**config.mk**
```make
export PLATFORM = sky130hd
export DESIGN_NAME = copy_job_scheduler
export DESIGN_NICKNAME = d
export VERILOG_FILES = /design/src/rtl/copy_job_scheduler.sv
export SDC_FILE = /design/constraint.sdc
export NUM_CORES = 1
export LEC_CHECK = 0
export CORE_AREA = 5 5 173 175
export CTS_CLUSTER_SIZE = 16
export DETAILED_ROUTE_END_ITERATION = 6
export DIE_AREA = 0 0 178 180
export GPL_ROUTABILITY_DRIVEN = 0
export MAX_ROUTING_LAYER = met4
export PLACE_DENSITY = 0.68
export SYNTH_ARGS = -nofsm -noshare
export SYNTH_HDL_FRONTEND = slang
export SYNTH_SLANG_ARGS = --single-unit
export TNS_END_PERCENT = 50
```
**constraint.sdc**
```tcl
create_clock -name clock -period 6.6 [get_ports clock]
set_clock_uncertainty 0.05 [all_clocks]
set_input_delay 1.32 -clock clock [delete_from_list [all_inputs] [get_ports clock]]
set_output_delay 1.32 -clock clock [all_outputs]
set_load 0.005 [all_outputs]
```
**src/rtl/copy_job_scheduler.sv**
```systemverilog
// Round-robin scheduler that hands copy jobs to a single copier engine
// and reports completion, checksum and timeout status per job.
module copy_job_scheduler #(
    parameter int NREQ    = 4,
    parameter int TIMEOUT = 1048575
) (
    input  logic                 clock,
    input  logic                 reset,
    input  logic [NREQ-1:0]      req_valid,
    output logic [NREQ-1:0]      req_ready,
    input  logic [31*NREQ-1:0]   req_src,
    input  logic [31*NREQ-1:0]   req_dst,
    input  logic [31*NREQ-1:0]   req_len,
    output logic [31:0]          wq,
    output logic                 loadS,
    output logic                 loadD,
    output logic                 loadL,
    input  logic [16:0]          chkBusy,
    output logic                 done_valid,
    output logic [1:0]           done_id,
    output logic [15:0]          done_sum,
    output logic                 done_err,
    output logic                 busy
);

    typedef enum logic [2:0] {
        IDLE, LD_S, LD_D, LD_L, SETTLE, WAIT, DONE
    } state_t;

    localparam logic [19:0] TMO = 20'(TIMEOUT);

    state_t      state_q, state_d;
    logic [19:0] cnt_q, cnt_d;
    logic        lock_q, lock_d;
    logic [1:0]  last_q;
    logic [30:0] src_q, dst_q, len_q;
    logic [1:0]  id_q;
    logic [1:0]  did_q, did_d;
    logic [15:0] sum_q, sum_d;
    logic        err_q, err_d;

    logic        found;
    logic [1:0]  gnt_id;
    logic [1:0]  rr_idx;
    logic        xfer;
    logic [30:0] g_src, g_dst, g_len;

    // Search starts one past the last granted requester.
    always_comb begin
        found  = 1'b0;
        gnt_id = last_q;
        rr_idx = '0;
        for (int k = 1; k <= NREQ; k++) begin
            rr_idx = last_q + 2'(k);
            if (!found && req_valid[rr_idx]) begin
                found  = 1'b1;
                gnt_id = rr_idx;
            end
        end
    end

    assign xfer  = (state_q == IDLE) && !lock_q && !reset && found;
    assign g_src = req_src[31*gnt_id +: 31];
    assign g_dst = req_dst[31*gnt_id +: 31];
    assign g_len = req_len[31*gnt_id +: 31];

    always_comb begin
        req_ready = '0;
        if (xfer) begin
            req_ready = {{(NREQ-1){1'b0}}, 1'b1} << gnt_id;
        end
    end

    always_comb begin
        state_d = state_q;
        cnt_d   = cnt_q;
        lock_d  = lock_q & chkBusy[0];
        did_d   = did_q;
        sum_d   = sum_q;
        err_d   = err_q;
        wq      = '0;
        loadS   = 1'b0;
        loadD   = 1'b0;
        loadL   = 1'b0;
        unique case (state_q)
            IDLE: begin
                if (xfer) begin
                    if (g_len == '0) begin
                        state_d = DONE;
                        did_d   = gnt_id;
                        sum_d   = '0;
                        err_d   = 1'b0;
                    end else begin
                        state_d = LD_S;
                    end
                end
            end
            LD_S: begin
                wq      = {1'b0, src_q};
                loadS   = 1'b1;
                state_d = LD_D;
            end
            LD_D: begin
                wq      = {1'b0, dst_q};
                loadD   = 1'b1;
                state_d = LD_L;
            end
            LD_L: begin
                wq      = {1'b0, len_q};
                loadL   = 1'b1;
                cnt_d   = '0;
                state_d = SETTLE;
            end
            SETTLE: begin
                if (cnt_q == 20'd1) begin
                    cnt_d   = '0;
                    state_d = WAIT;
                end else begin
                    cnt_d = cnt_q + 20'd1;
                end
            end
            WAIT: begin
                if (!chkBusy[0]) begin
                    state_d = DONE;
                    did_d   = id_q;
                    sum_d   = ~chkBusy[16:1];
                    err_d   = 1'b0;
                end else if (cnt_q == TMO) begin
                    // Copier still busy: refuse work until it drains.
                    state_d = DONE;
                    did_d   = id_q;
                    sum_d   = '0;
                    err_d   = 1'b1;
                    lock_d  = 1'b1;
                end else begin
                    cnt_d = cnt_q + 20'd1;
                end
            end
            DONE:    state_d = IDLE;
            default: state_d = IDLE;
        endcase
    end

    always_ff @(posedge clock) begin
        if (reset) begin
            state_q <= IDLE;
            cnt_q   <= '0;
            lock_q  <= 1'b0;
            last_q  <= 2'd3;
            src_q   <= '0;
            dst_q   <= '0;
            len_q   <= '0;
            id_q    <= '0;
            did_q   <= '0;
            sum_q   <= '0;
            err_q   <= 1'b0;
        end else begin
            state_q <= state_d;
            cnt_q   <= cnt_d;
            lock_q  <= lock_d;
            did_q   <= did_d;
            sum_q   <= sum_d;
            err_q   <= err_d;
            if (xfer) begin
                last_q <= gnt_id;
                src_q  <= g_src;
                dst_q  <= g_dst;
                len_q  <= g_len;
                id_q   <= gnt_id;
            end
        end
    end

    assign done_valid = (state_q == DONE);
    assign done_id    = did_q;
    assign done_sum   = sum_q;
    assign done_err   = err_q;
    assign busy       = (state_q != IDLE);

endmodule

```
Run 1, track usage over the die:
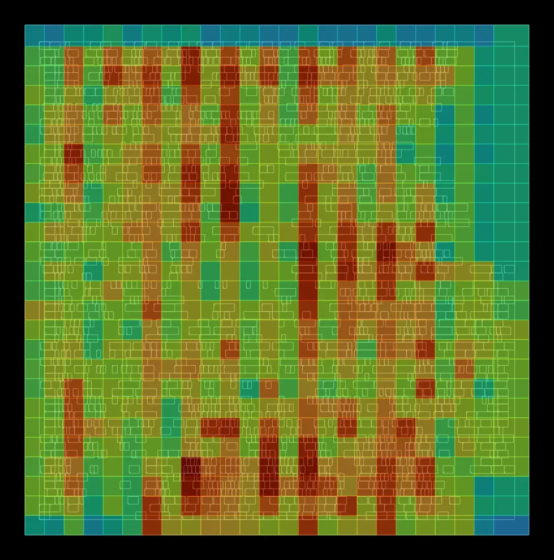
GRT Max-Usage Layer: met2
WL per Instance: 18.27 um
met1 usage: 0.2969
Tot GR Track Use: 0.2459
final core utilization: 0.5110

Run 1, the metal 3 layer:
(3 px per um)
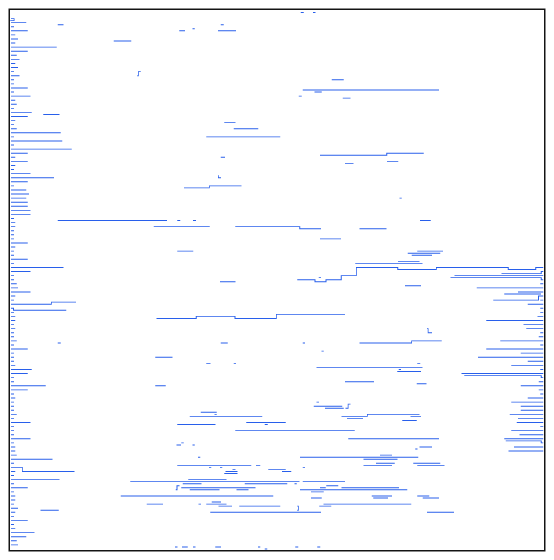
main direction = horizontal
wire length on this layer = 2240 um
longest straight run = 56.1 um
nets with wire on the layer = 274
routed via count: 11410
GR Layer Usage met3: 0.04370
Routed WL: 40.75 mm

==> results.cfg, run 1 <==
; generated from flow reports
[run_status]
run_status = completed

[sta]
worst_pin_slew_ns = 0.9337
rsz0062_at_grt = no
fmax_ghz = 0.1959
drv_slew = 0
whs_ns = 0.4039
setup_ws_ns = 1.496
slew_headroom = 0.3757

[critical_path]
rr_worst_depth = 8
cp.arrival_ns = 3.73
crit_path_max_incr_delay_ns = 0.86
cp_num_buf_inv = 3
r2r-end = dst_q[15]
r2r_slack_ns = 3.63
cp_top_family = buffers and inverters
critPathSlowestCell = or4_4
end_kind = primary output
cpMostUsedCell = clkdlybuf4s50_1
critPathCapture = req_ready[1]

[routing]
first_pass_iters = 5
wl_met2_mm = 20.58
drc_errors = 0
wl_met3_mm = 2.238

[floorplanning]
die_x_um = 178
io_pins = 455
taps = 384
fp_util = 0.3263
chipArea_um2 = 32040

[cells_and_area]
seq_area_um2 = 2804
reg_top3 = dst_q: 31 flops, len_q: 31 flops, src_q: 31 flops
drive_gt1_frac = 0.04605
seq_share = 0.1938
nNonClkBuffers = 468
seq_cells = 140
combGateArea_um2 = 5857
design_area_um2 = 14470
clockNetworkAreaShare = 0.03987
n_fill_cell = 2842
non_clock_inverter_count = 24
logic_gates = 1183
dominant_cells = logic gates
synthToLayoutAreaGrowth_pct = 56.60
diodes = 0

[power_and_ir_drop]
ir_drop_mv = 0.1925
comb_power_share = 0.413
power_leader = combinational cells
power_leakage_nw = 5.749
cellInternalPower_w = 0.002200
powerDensity_nw_per_um2 = 242.1
totalPowerFinal_w = 0.003502
pg_seq_w = 0.00111
pg_clk_w = 0.000942
seq_power_share = 0.318
switching_power_w = 0.001302
p_comb_w = 0.00145

[logic_synthesis]
floorplan.nets = 1865
numSynthFlops = 140
ys_seq_frac = 0.3034
yosys.area_share.xor_xnor = 0.01706
netlist_logic_family_top = simple AND/OR/NAND/NOR gates
synthTopCellsByArea = dfxtp_1 30%, nand2_1 20%, nand3_1 12%
netlist.area_leader.share = 0.3034
synth_warnings = 0
yosysCellCount = 1468
ys_area_um2 = 9239
synthAoiAreaFrac = 0.1567
yosys.area.top_type = dfxtp_1
synth_cells = 1468
synthArstFlopShare = 0

[placed_design]
dp_cells = 2199
dp_slack_ns = 1.506
placed_area_um2 = 13890
dp_hpwl_mm = 32.22

[job]
cap_violations = 0

[clock_network]
clkSlewWorstSetupHoldPaths_ns = 0.06
htree_levels = 4
cts_tree = built
worst_skew_pair.late_latency_ns = 0.42
cts.sinks = 140
cts_root_buf = clkbuf_16
ctsLongestPathBuffers = 2
ctsResizeCount = 0

[min_path]
hp-class = reg -> reg

[global_routing]
grt_max_degree = 111
grt.overflow.total = 0
grt_pass1_vias = 10840
Run 1, logic cells by family:
(2 px per um)
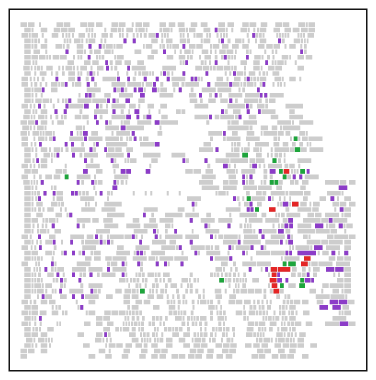
inverting AOI/OAI gates -> purple  # cells 234, most used o21ai_0
AND-OR and OR-AND gates -> red  # cells 11, most used o211a_1, where bottom right
AND and OR gates -> green  # cells 19, most used and3_1, where right middle
Top cell excl fill/tap: nand2_1
logic share of the area: 0.4048
Finished Layout Cells: 2230

Run 1, drive-strength map:
(2 px per um)
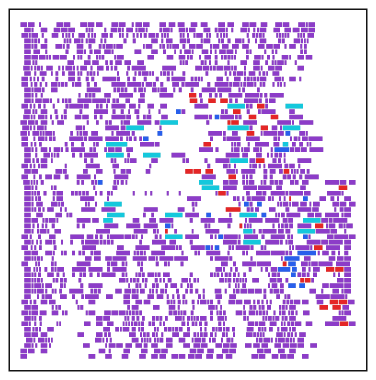
_6 and larger -> cyan  # cells 23, share 1.2%, most used clkbuf_16
_3 and _4 cells -> blue  # cells 25, share 1.4%, most used buf_4
_2 cells -> red  # cells 37, share 2.0%, most used mux2_2
_0 and _1 cells -> purple  # cells 1761, share 95%, most used nand2_1

## run 1: routing by layer
metal  global-route usage  vias to the layer above
met1               0.2969                     5222
met5                    -                        -
met4              0.06993                        0
met2               0.4188                      403
li1                     -                     5725
met3              0.04370                       63
## run 1: worst min path at each step
stage,from,to,slack [ns],cells after the start
global route,done_sum[0],done_sum[0],0.41,2
finish,done_sum[4],done_sum[4],0.40,2
floorplan,len_q[0],len_q[0],0.38,2
global placement,done_sum[2],done_sum[2],0.39,2
detailed placement,done_sum[4],done_sum[4],0.39,2
CTS,done_sum[4],done_sum[4],0.40,2
## run 1: tightest hold or removal path: stages (launching register included)
cell     delay (ns)
dfxtp_1        0.31
inv_1          0.05
o22ai_1        0.05
Run 1, placement by cell class:
(2 px per um) Fill, decap, tap and diode cells in gray.
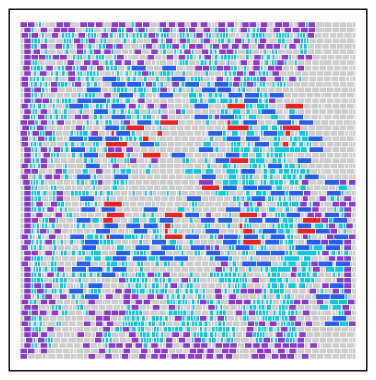

--- run 2 (diff from run 1) ---
- clock period: 6.6 -> 5 ns (I/O delays scaled with it)
Run 2, placement by cell class:
(2 px per um) Fill, decap, tap and diode cells in gray.
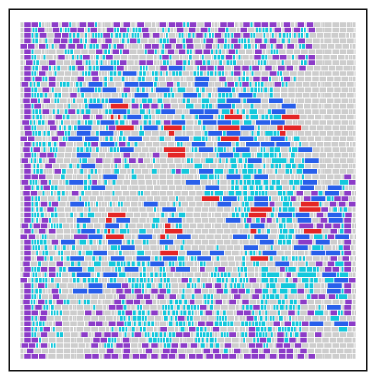
clock drivers and dummy loads -> red  # cells 32, share of their area 4.4%
other buffers and delay cells -> purple  # cells 470, share of their area 33%
flops -> blue  # cells 140, share of their area 20%
combinational and other logic -> cyan  # cells 1207, share of their area 42%

Run 2, the metal 3 layer:
(3 px per um)
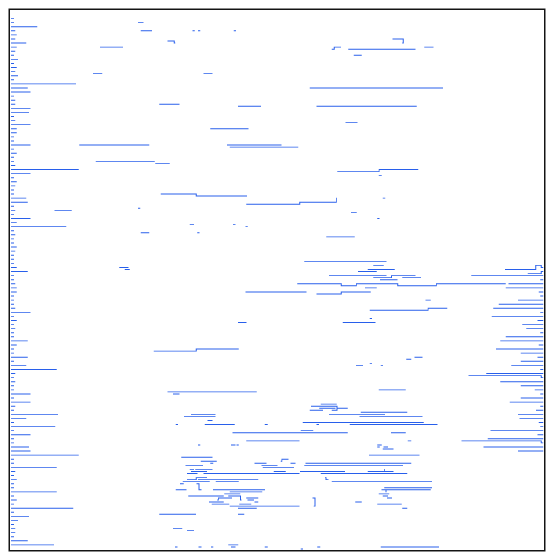
longest straight run = 44.2 um
main direction = horizontal
wire length on this layer = 2300 um
share of all routed wire = 5.6%

Run 2, logic cells by family:
(2 px per um)
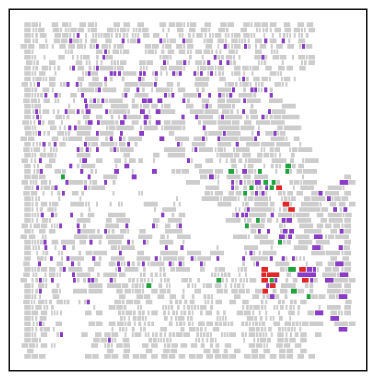
AND-OR and OR-AND gates -> red  # cells 11, most used o211a_1, where bottom right
AND and OR gates -> green  # cells 19, most used and3_1
inverting AOI/OAI gates -> purple  # cells 234, most used o21ai_0

==> results.cfg, run 2 <==
; generated from flow reports
[sta]
fmax_ghz = 0.2308
slew_headroom = 0.3810
whs_ns = 0.4019
setup_ws_ns = 0.6681

[clock_network]
clkSlewWorstSetupHoldPaths_ns = 0.05
worst_skew_pair.late_latency_ns = 0.42
cts_root_buf = clkbuf_16
ctsResizeCount = 0

[job]
cap_violations = 0

[power_and_ir_drop]
seq_power_share = 0.309
cellInternalPower_w = 0.002999
pg_seq_w = 0.00146
ir_drop_mv = 0.2431
pg_clk_w = 0.00134

[routing]
vias = 11510
wl_mm = 41.17
first_pass_iters = 5

[logic_synthesis]
yosys.area.top_type = dfxtp_1
netlist_logic_family_top = simple AND/OR/NAND/NOR gates
synthArstFlopShare = 0
numSynthFlops = 140
synth_cells = 1468
yosys.area_share.xor_xnor = 0.01706
netlist.area_leader.share = 0.3034

[placed_design]
placed_area_um2 = 13930
dp_hpwl_mm = 32.37
dp_cells = 2201

[critical_path]
cp.arrival_ns = 3.28
cpMostUsedCell = clkdlybuf4s50_1
critPathSlowestCell = clkdlybuf4s50_1

[cells_and_area]
seq_area_um2 = 2804
combGateArea_um2 = 5857
drive_gt1_frac = 0.04759
combAreaFraction = 0.4024
reg_top3 = dst_q: 31 flops, len_q: 31 flops, src_q: 31 flops
seq_cells = 140
nNonClkBuffers = 470
clockNetworkAreaShare = 0.04281
synthToLayoutAreaGrowth_pct = 57.53

[global_routing]
met1_usage = 0.3073
use_met2 = 0.4302
grt_pass1_vias = 10990
use_met3 = 0.03487
gr-usage-all-layers = 0.2503

[run_status]
run_status = completed

[floorplanning]
taps = 384
io_pins = 455
die_x_um = 178

[min_path]
hp-class = reg -> reg
==> run 2: cell counts after synthesis <==
No cell type changed its count.
==> run 2: final timing paths <==
kind | start | to | slack [ns] | cells past startpoint
setup / recovery | req_valid[3] | req_ready[1] | 0.67 | 6
setup reg to reg | state_q[2] | dst_q[5] | 2.04 | 7
hold reg to reg | done_sum[15] | done_sum[15] | 0.40 | 2
hold / removal | done_sum[15] | done_sum[15] | 0.40 | 2
==> run 2: kinds of logic after synthesis <==
kind of cell	Yosys count
muxes	31
adders and majority gates	2
AOI/OAI and AO/OA	245
DFF	140
buffers and inverters	145
other	1
and+or+nand+nor	886
xor gates and xnor gates	18
==> run 2: worst min-delay path, cell delays in order, from the launching register on <==
cell and delay [ns]:
dfxtp_1 0.31, inv_1 0.05, o22ai_1 0.05
